## config.mk

```make
export PLATFORM = sky130hd
export DESIGN_NAME = jk_register_bank
export DESIGN_NICKNAME = d
export VERILOG_FILES = /design/src/rtl/jk_register_bank.sv
export SDC_FILE = /design/constraint.sdc
export NUM_CORES = 1
export LEC_CHECK = 0
export CORE_AREA = 2 2 39 41
export CTS_BUF_LIST = sky130_fd_sc_hd__clkbuf_4
export DETAILED_ROUTE_END_ITERATION = 10
export DIE_AREA = 0 0 41 43
export PLACE_DENSITY = 0.86
export SLEW_MARGIN = 10
export SYNTH_ARGS = -nofsm -noshare
export SYNTH_HDL_FRONTEND = slang
export SYNTH_SLANG_ARGS = --single-unit
```

## constraint.sdc

```tcl
create_clock -name clk -period 4.35 [get_ports clk]
set_input_delay 0.6525 -clock clk [delete_from_list [all_inputs] [get_ports clk]]
set_output_delay 0.6525 -clock clk [all_outputs]
set_load 0.02 [all_outputs]
```

## src/rtl/jk_register_bank.sv

```systemverilog
// -----------------------------------------------------------------------------
// jk_register_bank
//
// A WIDTH-bit bank of JK flip-flops on a single clock. A two-bit mode select
// turns the bank into one of four functions, and in every mode the state is
// updated only through the JK cell equation. Counter and shifter modes build
// each cell's J/K inputs from the current state.
//
//   mode 00 : independent JK register (J/K taken from j/k)
//   mode 01 : synchronous up counter   (q <= q + 1)
//   mode 10 : synchronous down counter (q <= q - 1)
//   mode 11 : shift left               (q <= {q[WIDTH-2:0], ser_in})
//
// Parameters
//   WIDTH     number of flip-flops, 2..32
//   RESET_VAL value forced onto q while rst is high
//
// Ports
//   clk      in   1      rising-edge clock
//   rst      in   1      asynchronous active-high reset
//   en       in   1      global enable; 0 holds the bank in every mode
//   mode     in   2      function select (see above)
//   j, k     in   WIDTH  per-bit J/K, used only in mode 00
//   ser_in   in   1      serial input, used only in mode 11
//   q        out  WIDTH  flip-flop state
//   ser_out  out  1      q[WIDTH-1]
//   tc       out  1      combinational terminal count: next edge wraps
// -----------------------------------------------------------------------------
module jk_register_bank #(
  parameter int unsigned      WIDTH     = 4,
  parameter logic [WIDTH-1:0] RESET_VAL = '0
) (
  input  logic             clk,
  input  logic             rst,
  input  logic             en,
  input  logic [1:0]       mode,
  input  logic [WIDTH-1:0] j,
  input  logic [WIDTH-1:0] k,
  input  logic             ser_in,
  output logic [WIDTH-1:0] q,
  output logic             ser_out,
  output logic             tc
);

  typedef enum logic [1:0] {
    MODE_JK    = 2'b00,
    MODE_UP    = 2'b01,
    MODE_DOWN  = 2'b10,
    MODE_SHIFT = 2'b11
  } mode_e;

  logic [WIDTH-1:0] q_q;
  logic [WIDTH-1:0] q_d;
  logic [WIDTH-1:0] j_int;
  logic [WIDTH-1:0] k_int;
  logic [WIDTH-1:0] up_toggle;
  logic [WIDTH-1:0] dn_toggle;
  logic [WIDTH-1:0] shift_src;

  // Per-bit JK characteristic: 00 hold, 01 clear, 10 set, 11 toggle.
  function automatic logic [WIDTH-1:0] jk_next(
    input logic [WIDTH-1:0] cur,
    input logic [WIDTH-1:0] jv,
    input logic [WIDTH-1:0] kv
  );
    logic [WIDTH-1:0] nxt;
    nxt = cur;
    for (int i = 0; i < WIDTH; i++) begin
      case ({jv[i], kv[i]})
        2'b00:   nxt[i] = cur[i];
        2'b01:   nxt[i] = 1'b0;
        2'b10:   nxt[i] = 1'b1;
        default: nxt[i] = ~cur[i];
      endcase
    end
    return nxt;
  endfunction

  // Toggle enables for the counters. Bit i toggles when every lower bit is
  // one (up) or zero (down). Each term is computed from q_q through a mask
  // rather than a ripple chain so no signal depends on itself.
  always_comb begin
    logic [WIDTH-1:0] lower_mask;
    up_toggle = '0;
    dn_toggle = '0;
    for (int i = 0; i < WIDTH; i++) begin
      lower_mask   = (WIDTH'(1) << i) - WIDTH'(1);
      up_toggle[i] = &(q_q | ~lower_mask);
      dn_toggle[i] = &(~q_q | ~lower_mask);
    end
  end

  assign shift_src = {q_q[WIDTH-2:0], ser_in};

  // J/K steering. With en low every cell sees JK=00 and holds.
  always_comb begin
    j_int = '0;
    k_int = '0;
    if (en) begin
      case (mode_e'(mode))
        MODE_JK: begin
          j_int = j;
          k_int = k;
        end
        MODE_UP: begin
          j_int = up_toggle;
          k_int = up_toggle;
        end
        MODE_DOWN: begin
          j_int = dn_toggle;
          k_int = dn_toggle;
        end
        default: begin
          // Shift: J=d, K=~d makes each cell behave as a D flop.
          j_int = shift_src;
          k_int = ~shift_src;
        end
      endcase
    end
  end

  assign q_d = jk_next(q_q, j_int, k_int);

  always_ff @(posedge clk or posedge rst) begin
    if (rst) begin
      q_q <= RESET_VAL;
    end else begin
      q_q <= q_d;
    end
  end

  assign q       = q_q;
  assign ser_out = q_q[WIDTH-1];

  // Flags that the coming edge wraps the counter in its current direction.
  assign tc = en & (((mode == MODE_UP)   & (&q_q)) |
                    ((mode == MODE_DOWN) & ~(|q_q)));

endmodule

```

==> out/qor.yml, run 1 <==
crit_buf_inv: 3
crit_family: "buffers and inverters"
rows: 14
cts_tree: "yes"
cp_data_required_time_ns: 3.70
synth_top_cell_by_count: "ha_1"
detail-route-antenna-nets: 0
lay_top_count: "clkdlybuf4s50_1"
utilization_pct: 61.12
die_h_microns: 43
grt-ovfl-total: 0
whs_ns: 0.5689
multi_input_comb_cells: 66
yosys-stat-area_sq_um: 636.9
path_cells: "clkdlybuf4s50_1, inv_1, ha_1, nor4b_4, mux2i_1, nor2_1, clkdlybuf4s50_1"
synth-xor-area-share_pct: 0
non_clock_buffer_count: 19
clockPowerShare_pct: 13.7
edf_count: 0
clk_share_pct: 2.663
ctsLongestPathBuffers: 2
rsz0062_at_grt: "no"
final_nets: 125
synthesis.nets: 105
largest-register: "q"
worstSetupPathType: "primary input to primary output"
pwr-share-comb_pct: 56.8
grt_pass1_vias: 644
status: "complete, no violations"
antenna_cells: 0
[run 1: power by group through the flow]
stage	Sequential, W	Clock [W]	Combinational, W
floorplan	0.000104	0	0.000110
global placement	0.0000972	0	0.000180
detailed placement	0.0000997	0	0.000189
CTS	0.0000980	0.0000461	0.000190
global route	0.000103	0.0000482	0.000208
finish	0.0000982	0.0000454	0.000189
[run 1: path summary, 6_finish.rpt]
path                       slack (ns)             start  depth (start not counted)                to
setup / recovery                 1.27           mode[0]                          7                tc
hold / removal                   0.57  q[3]$_DFFE_PP0P_                          1  q[3]$_DFFE_PP0P_
setup reg to reg                 2.24  q[1]$_DFFE_PP0P_                          6  q[3]$_DFFE_PP0P_
hold reg to reg                  0.57  q[3]$_DFFE_PP0P_                          1  q[3]$_DFFE_PP0P_
max in group asynchronous        3.60               rst                          2  q[3]$_DFFE_PP0P_
min in group asynchronous        0.60               rst                          2  q[0]$_DFFE_PP0P_
[run 1: metrics by stage]
| stage | power [W] | cells |
|---|---|---|
| 5_1_grt | 0.0003590 | 113 |
| 3_3_place_gp | 0.0002776 | 110 |
| 4_1_cts | 0.0003338 | 113 |
| 3_5_place_dp | 0.0002882 | 110 |
| 6_report | 0.0003322 | 113 |
| 2_1_floorplan | 0.0002141 | 79 |
[run 1: metal layers]
| layer | vias up | share of wire, % | wire length, microns | global-route usage [%] |
|---|---|---|---|---|
| met5 | - | 0 | 0 | 0 |
| met4 | 0 | 1.2 | 16 | 10.67 |
| met3 | 4 | 5.4 | 75 | 1.571 |
| met2 | 30 | 53 | 733 | 34.06 |
| met1 | 308 | 40 | 560 | 21.22 |
| li1 | 318 | - | - | - |
[run 1: cells by family after synthesis]
family	after synthesis
buffers and inverters	9
AND/OR/NAND/NOR	34
multiplexers	1
flip-flops	4
AND-OR/OR-AND	19
adder cells (fa/ha/maj)	12
**Run 1: signal wires on met1**

(12 px per micron) Supply wires on this layer in gray. Cells faint in the background.
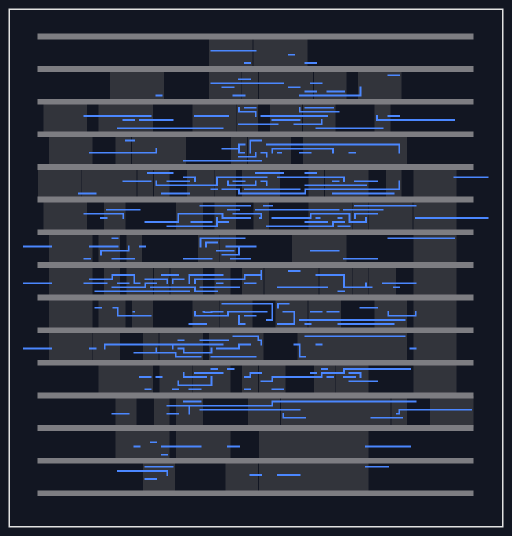
share of all routed wire	40%
main direction	horizontal
longest straight run	12.0 microns
wire length on this layer	561 microns

**Run 1: met2 routing**

(12 px per micron)
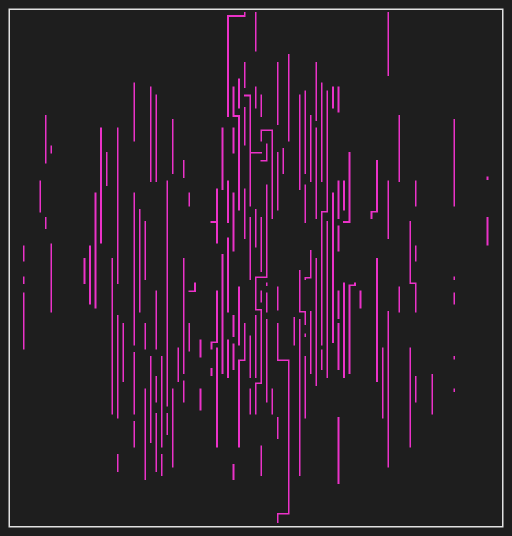
share of all routed wire	53%
nets with wire on the layer	105
wire length on this layer	734 microns
main direction	vertical
longest straight run	18.7 microns

**Run 1: met3 routing**

(12 px per micron) Cells faint in the background.
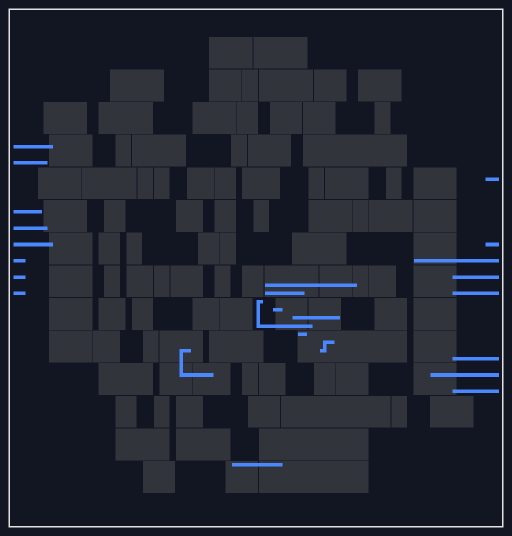
nets with wire on the layer	23
wire length on this layer	75.2 microns

**Run 1: routing congestion**

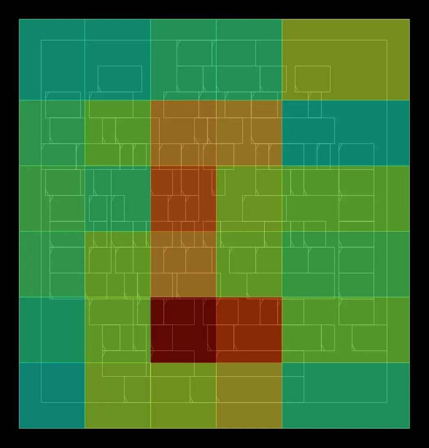
met3 GRT Util: 1.571%
WL per Instance: 12.27 microns
met1 Use GR: 21.22%

--- run 2 (diff from run 1) ---
--- a/config.mk
+++ b/config.mk
@@ -5,11 +5,11 @@
 export SDC_FILE = /design/constraint.sdc
 export NUM_CORES = 1
 export LEC_CHECK = 0
-export CORE_AREA = 2 2 39 41
+export CORE_MARGIN = 1
+export CORE_UTILIZATION = 43
 export CTS_BUF_LIST = sky130_fd_sc_hd__clkbuf_4
 export DETAILED_ROUTE_END_ITERATION = 10
-export DIE_AREA = 0 0 41 43
-export PLACE_DENSITY = 0.86
+export PLACE_DENSITY = 0.82
 export SLEW_MARGIN = 10
 export SYNTH_ARGS = -nofsm -noshare
 export SYNTH_HDL_FRONTEND = slang
==> constraint.sdc (replaced) <==
create_clock -name clk -period 2.75 [get_ports clk]
set_input_delay 0.4125 -clock clk [delete_from_list [all_inputs] [get_ports clk]]
set_output_delay 0.4125 -clock clk [all_outputs]
set_load 0.02 [all_outputs]
==> run 2 against run 1 <==
  * Register-to-register slack got worse by 1.5 ns
  * Largest cell class unchanged
  * Highest routed layer is now met3
  * Non-clock buffer count rose by 1
  * Setup slack got worse by 0.87 ns
  * Global-route usage fell by 0.54 points
  * Largest power group unchanged
==> out/qor.yml, run 2 <==
fin_cells: 113  # unchanged
worstSetupPathType: "primary input to flop"
synthesis.nets: 105  # unchanged
p_seq_w: 0.000153  # +56%
grt_pass1_vias: 546  # -15%
dp_cells: 110  # unchanged
reg2reg_slack_ns: 0.71  # -1.53 ns
antenna_cells: 0  # unchanged
r2r-start: "q[0]$_DFFE_PP0P_"
clockPowerShare_pct: 13.4  # -0.3 points
met1_usage_pct: 21.24  # about the same
crit_start: "mode[1]"
pg_clk_w: 0.0000689  # +52%
ctsLongestPathBuffers: 2  # unchanged
use_met3_pct: 1.667  # +0.096 points
timing.rr.end: "q[1]$_DFFE_PP0P_"
ff2ff_path_depth: 6  # unchanged
busiest_layer: "met2"
detail-route-antenna-nets: 0  # unchanged
status: "complete, no violations"
rsz0062_at_grt: "no"
largest-register: "q"
rows: 13  # -1
## run 2: cell counts after synthesis
No cell type changed its count.
## run 2: final cells by class
class	count	area (sq um)	share of cell area (%)
multi-input combinational	66	494.2	57.83
inverter	5	18.77	2.196
sequential	4	100.1	11.71
timing repair buffer	20	200.2	23.43
tap	15	18.77	2.196
clock buffer	3	22.52	2.635
## run 2: kinds of logic after synthesis
group,count (synthesis),synth area share (%)
AND/OR/NAND/NOR,34,31.83
flip-flops,4,15.72
buffers and inverters,9,6.678
multiplexers,1,1.572
adder cells (fa/ha/maj),12,23.58
AND-OR/OR-AND,19,20.63
## run 2: what timing repair did
| action | CTS | global route |
|---|---|---|
| setup endpoints to repair | 0 | 1 |
| gates resized | 0 | 1 |
| hold endpoints to repair | 0 | 0 |
| setup buffers | 0 | 0 |
| hold buffers | 0 | 0 |
## run 2: stage by stage
| step | util, % | hold slack, ns | total power, W | area [sq um] |
|---|---|---|---|---|
| 2_1_floorplan | - | 0.1786 | 0.0003387 | 636.9 |
| 3_3_place_gp | 62.20 | 0.5409 | 0.0004378 | 829.5 |
| 3_5_place_dp | 62.20 | 0.5463 | 0.0004492 | 829.5 |
| 4_1_cts | 63.88 | 0.3695 | 0.0005200 | 852.1 |
| 5_1_grt | 64.07 | 0.3822 | 0.0005638 | 854.6 |
| 6_report | 64.07 | 0.3646 | 0.0005145 | 854.6 |
## run 2: worst max-delay path: cells and delay by family
family / cells / cell delay (ns)
buffers and inverters: 2 / 0.57
adders and majority gates: 2 / 0.46
and+or+nand+nor: 3 / 0.60
AOI/OAI and AO/OA: 2 / 0.42
## run 2: per-layer routing
metal | vias up | share of wire, %
met5 | - | 0
met4 | 0 | 0
met3 | 0 | 3.2
met2 | 15 | 51
met1 | 287 | 45
li1 | 324 | -
**Run 2: signal wires on met1**

(12 px per micron) Supply wires on this layer in gray. Cells faint in the background.
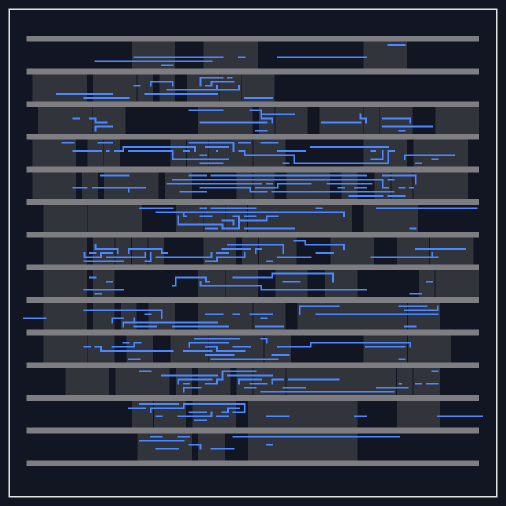
wire length on this layer	585 microns
share of all routed wire	46%

Power and IR drop assume default switching activity.
